===== src/rtl/uart_receiver_if.sv =====
// Serial-receive bundle: line input plus received byte, strobes and busy flag.
// master = the receiver itself, slave = whoever drives rx and consumes bytes.
`timescale 1ns/1ps
interface uart_receiver_if;
   logic       rx;
   logic [7:0] data_out;
   logic       data_valid;
   logic       frame_error;
   logic       busy;

   modport master (
      input  rx,
      output data_out,
      output data_valid,
      output frame_error,
      output busy
   );

   modport slave (
      output rx,
      input  data_out,
      input  data_valid,
      input  frame_error,
      input  busy
   );
endinterface


===== src/rtl/uart_receiver.sv =====
// Oversampling 8N1 UART receiver with centre sampling and break handling.
// Optional even parity (8E1) when UART_RX_PARITY_EN is defined.
`timescale 1ns/1ps
module uart_receiver #(
   parameter int CLK_FREQ  = 10_000_000,
   parameter int BAUD_RATE = 115_200
) (
   input  logic              clk,
   input  logic              reset,
   uart_receiver_if.master   bus
);
   // state    | meaning
   // S_IDLE   | line idle, waiting for a low rx_s
   // S_START  | half-bit wait, then confirm start bit is still low
   // S_DATA   | sample 8 data bits at bit centres, LSB first
   // S_PARITY | sample even-parity bit (parity build only)
   // S_STOP   | sample stop bit, emit data_valid or frame_error
   // S_BREAK  | line held low after a bad stop bit, wait for high

   localparam int CLKS_PER_BIT = CLK_FREQ / BAUD_RATE;
   localparam int CNT_W        = $clog2(CLKS_PER_BIT);
   localparam logic [CNT_W-1:0] HALF_M1 = CNT_W'(CLKS_PER_BIT / 2 - 1);
   localparam logic [CNT_W-1:0] FULL_M1 = CNT_W'(CLKS_PER_BIT - 1);

   typedef enum logic [2:0] {
      S_IDLE,
      S_START,
      S_DATA,
`ifdef UART_RX_PARITY_EN
      S_PARITY,
`endif
      S_STOP,
      S_BREAK
   } state_t;

   state_t           state_q, state_d;
   logic [1:0]       sync_q, sync_d;
   logic [CNT_W-1:0] cnt_q, cnt_d;
   logic [2:0]       bit_q, bit_d;
   logic [7:0]       shreg_q, shreg_d;
   logic [7:0]       data_q, data_d;
   logic             valid_q, valid_d;
   logic             ferr_q, ferr_d;
   logic             rx_s;
   logic             par_err;

`ifdef UART_RX_PARITY_EN
   logic par_q, par_d;
   assign par_err = ^{shreg_q, par_q};
`else
   assign par_err = 1'b0;
`endif

   assign sync_d = {sync_q[0], bus.rx};
   assign rx_s   = sync_q[1];

   always_ff @(posedge clk) begin
      if (reset) begin
         state_q <= S_IDLE;
         sync_q  <= 2'b11;
         cnt_q   <= '0;
         bit_q   <= '0;
         shreg_q <= '0;
         data_q  <= '0;
         valid_q <= 1'b0;
         ferr_q  <= 1'b0;
`ifdef UART_RX_PARITY_EN
         par_q   <= 1'b0;
`endif
      end else begin
         state_q <= state_d;
         sync_q  <= sync_d;
         cnt_q   <= cnt_d;
         bit_q   <= bit_d;
         shreg_q <= shreg_d;
         data_q  <= data_d;
         valid_q <= valid_d;
         ferr_q  <= ferr_d;
`ifdef UART_RX_PARITY_EN
         par_q   <= par_d;
`endif
      end
   end

   always_comb begin
      state_d = state_q;
      cnt_d   = cnt_q + 1'b1;
      bit_d   = bit_q;
      shreg_d = shreg_q;
      data_d  = data_q;
      valid_d = 1'b0;
      ferr_d  = 1'b0;
`ifdef UART_RX_PARITY_EN
      par_d   = par_q;
`endif
      case (state_q)
         S_IDLE: begin
            cnt_d = '0;
            if (!rx_s) state_d = S_START;
         end
         S_START: begin
            if (cnt_q == HALF_M1) begin
               cnt_d   = '0;
               bit_d   = '0;
               state_d = rx_s ? S_IDLE : S_DATA;
            end
         end
         S_DATA: begin
            if (cnt_q == FULL_M1) begin
               cnt_d   = '0;
               shreg_d = {rx_s, shreg_q[7:1]};
               bit_d   = bit_q + 3'd1;
               if (bit_q == 3'd7) begin
`ifdef UART_RX_PARITY_EN
                  state_d = S_PARITY;
`else
                  state_d = S_STOP;
`endif
               end
            end
         end
`ifdef UART_RX_PARITY_EN
         S_PARITY: begin
            if (cnt_q == FULL_M1) begin
               cnt_d   = '0;
               par_d   = rx_s;
               state_d = S_STOP;
            end
         end
`endif
         S_STOP: begin
            if (cnt_q == FULL_M1) begin
               cnt_d = '0;
               // Leaving mid-stop-bit lets a zero-gap next start edge be caught.
               if (rx_s && !par_err) begin
                  data_d  = shreg_q;
                  valid_d = 1'b1;
                  state_d = S_IDLE;
               end else begin
                  ferr_d  = 1'b1;
                  state_d = rx_s ? S_IDLE : S_BREAK;
               end
            end
         end
         S_BREAK: begin
            cnt_d = '0;
            if (rx_s) state_d = S_IDLE;
         end
         default: begin
            cnt_d   = '0;
            state_d = S_IDLE;
         end
      endcase
   end

   assign bus.data_out    = data_q;
   assign bus.data_valid  = valid_q;
   assign bus.frame_error = ferr_q;
   assign bus.busy        = (state_q != S_IDLE);
endmodule


===== src/flat_wrapper.sv =====
// flat-port wrapper written by rule: the top's interface ports become plain ports
module uart_receiver_flat 
#(
   parameter int CLK_FREQ  = 10_000_000,
   parameter int BAUD_RATE = 115_200
)
  (clk, reset, bus_rx, bus_data_out, bus_data_valid, bus_frame_error, bus_busy);
  uart_receiver_if bus_i ();
  input  logic clk;
  input  logic reset;
  input wire logic [$bits(bus_i.rx)-1:0] bus_rx;
  output wire logic [$bits(bus_i.data_out)-1:0] bus_data_out;
  output wire logic [$bits(bus_i.data_valid)-1:0] bus_data_valid;
  output wire logic [$bits(bus_i.frame_error)-1:0] bus_frame_error;
  output wire logic [$bits(bus_i.busy)-1:0] bus_busy;
  assign bus_i.rx = bus_rx;
  assign bus_data_out = bus_i.data_out;
  assign bus_data_valid = bus_i.data_valid;
  assign bus_frame_error = bus_i.frame_error;
  assign bus_busy = bus_i.busy;
  uart_receiver #(.CLK_FREQ(CLK_FREQ), .BAUD_RATE(BAUD_RATE)) u_core (.clk(clk), .reset(reset), .bus(bus_i));
endmodule

===== config.mk =====
export PLATFORM = sky130hd
export DESIGN_NAME = uart_receiver_flat
export DESIGN_NICKNAME = d
export VERILOG_FILES = /design/src/rtl/uart_receiver_if.sv /design/src/rtl/uart_receiver.sv /design/src/flat_wrapper.sv
export SDC_FILE = /design/constraint.sdc
export NUM_CORES = 1
export LEC_CHECK = 0
export ABC_AREA = 1
export CORE_ASPECT_RATIO = 1.1
export CORE_MARGIN = 2
export CORE_UTILIZATION = 64
export CTS_BUF_LIST = sky130_fd_sc_hd__clkbuf_4 sky130_fd_sc_hd__clkbuf_8
export DETAILED_ROUTE_END_ITERATION = 8
export DONT_BUFFER_PORTS = 1
export PLACE_DENSITY = 0.8
export SYNTH_ARGS = -nofsm -noshare
export SYNTH_HDL_FRONTEND = slang
export SYNTH_SLANG_ARGS = --single-unit

===== constraint.sdc =====
create_clock -name clk -period 1.4 [get_ports clk]
set_input_delay 0.14 -clock clk [delete_from_list [all_inputs] [get_ports clk]]
set_output_delay 0.14 -clock clk [all_outputs]
set_load 0.05 [all_outputs]

**Placed cells, one colour a class**

Scale bar: 10 um.
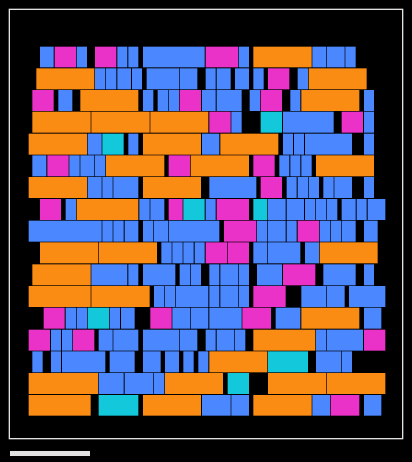
- orange: flops (cells 33; share of their area 36%)
- cyan: clock drivers and dummy loads (cells 8; share of their area 3.8%)
- magenta: other buffers and delay cells (cells 29; share of their area 13%)
- blue: all other logic (cells 146; share of their area 47%)
area of the core: 2060 um2
standard-cell row count: 17
Layout Utilization: 0.911
sequential share of cell area: 0.356

**Clock wires, drivers and flops**

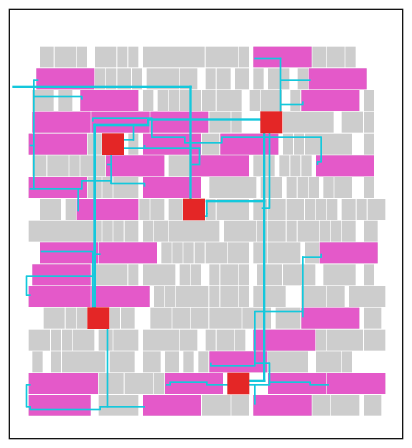
- cyan: clock wires (length 375 um)
- magenta: flip-flops (count 33)
- red: cells driving clock nets (count 5)
- routed clock nets: 6
final setup skew: 0.00563 ns
Clk pwr share: 0.234
power in the clock group: 615 uW

**Congestion heat map**

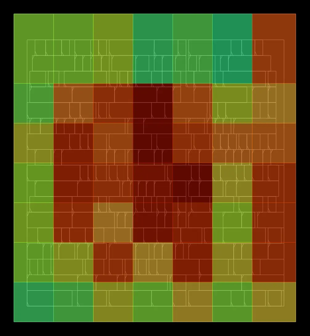
routed wirelength normalized by instance count: 16.9 um
met2 track demand over resource in global routing: 0.470

**Supply network**

Pins as bars on the die edge. Tap cells in grey.
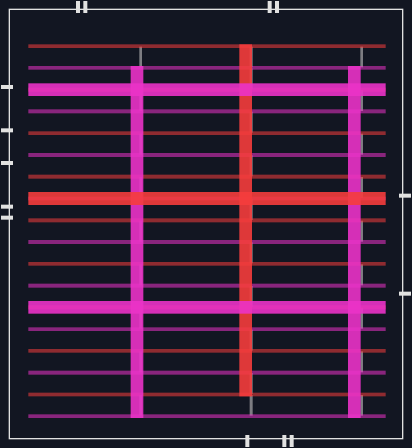
- magenta: VSS
- red: VDD
- met4 straps: 3
- met5 straps: 3
- tap cells: 28
- signal pins: 14
height of the die: 53.5 um
die boundary width: 49.0 um
worst-case vdd ir drop: 0.00126 V

**Sequential cells coloured by netlist name**

Other sequential cells in the stronger grey, the rest of the logic in the fainter grey.
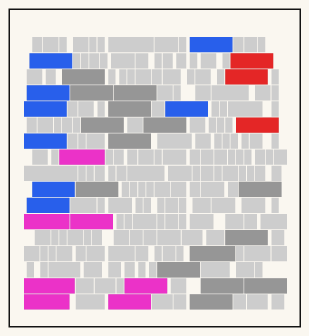
- blue: u_core.bus.data_out (placed flops 8)
- red: u_core.state_q (placed flops 3)
- magenta: u_core.cnt_q (placed flops 7)

==> flow_metrics.rpt <==
=== SYNTHESIS / PLACE & ROUTE SUMMARY ===
----------------------------------------------------
[Synthesis]
  Largest cells by area after synthesis ........................ sky130_fd_sc_hd__dfxtp_1 (46%), sky130_fd_sc_hd__nor2_1 (13%), sky130_fd_sc_hd__nand2_1 (5.5%), sky130_fd_sc_hd__o21ai_0 (4.9%), sky130_fd_sc_hd__ha_1 (4.4%)
  Most frequent cells after synthesis ........................ sky130_fd_sc_hd__nor2_1 (50), sky130_fd_sc_hd__dfxtp_1 (33), sky130_fd_sc_hd__nand2_1 (21)
  Largest family of logic cells by area ........................ simple AND/OR/NAND/NOR gates
  Synthesis area per yosys ........................ around 1400 um2

[Cells and area]
  Count of filler cells inserted in the layout ........................ 94
  Max-area cell class ........................ logic gates
  Layout sequential cell count ........................ 33
  Area of the multi-input gates ........................ approximately 790 um2
  Layout non-clock buf frac ........................ 0.127
  Buffers excl. clock ........................ 29

[Floorplan]
  Well-Tap Cells ........................ 28
  Floorplan utilization ........................ 0.690
  I/O pin count ........................ 14

[Hold path]
  End of the worst hold path ........................ u_core.bit_q[0]
  Cell depth of the worst min-delay path ........................ 3

[CTS]
  Clk buf depth ........................ 2
  Post-CTS setup buffer count ........................ 1
  Clock transition at path regs ........................ 0.10 ns
  Clock latency reported for the late side of the worst-skew pair ........................ around 0.35 ns

[GRT]
  Maximum number of pins on one net before global-route repair ........................ 13
  GR Layer Usage met1 ........................ 0.284

[Status]
  Failing checks ........................ negative setup slack
  Run status ........................ finished with violations

[Final timing]
  PnR worst setup slack ........................ -0.182 ns
  Total setup violations reported at the end of the flow ........................ 16
  Min Tclk post-route ........................ 1.58 ns

[Pwr]
  Relative contribution of sequential cells to total power ........................ 0.407
  Sequential logic power ........................ 1.07 mW
  Sw frac ........................ 0.385
  Leakage ........................ around 0.88 nW

[Routing]
  Final ANT Viol Nets ........................ 0
  Met3 WL post-DR ........................ about 230 um
  Routed wire length ........................ ~4100 um

[Placement]
  HPWL reported at the end of detailed placement ........................ around 2000 um
  Placed Cells ........................ 227

[Worst setup path]
  Critical Path End ........................ u_core.shreg_q[6]
  Reg-to-reg setup timing slack ........................ -0.18 ns
  Critical path class ........................ flop to flop

[Flow run]
  Tool Warnings ........................ 30

----------------------------------------------------
No activity file was given, so power comes from the tool's default toggle rates.
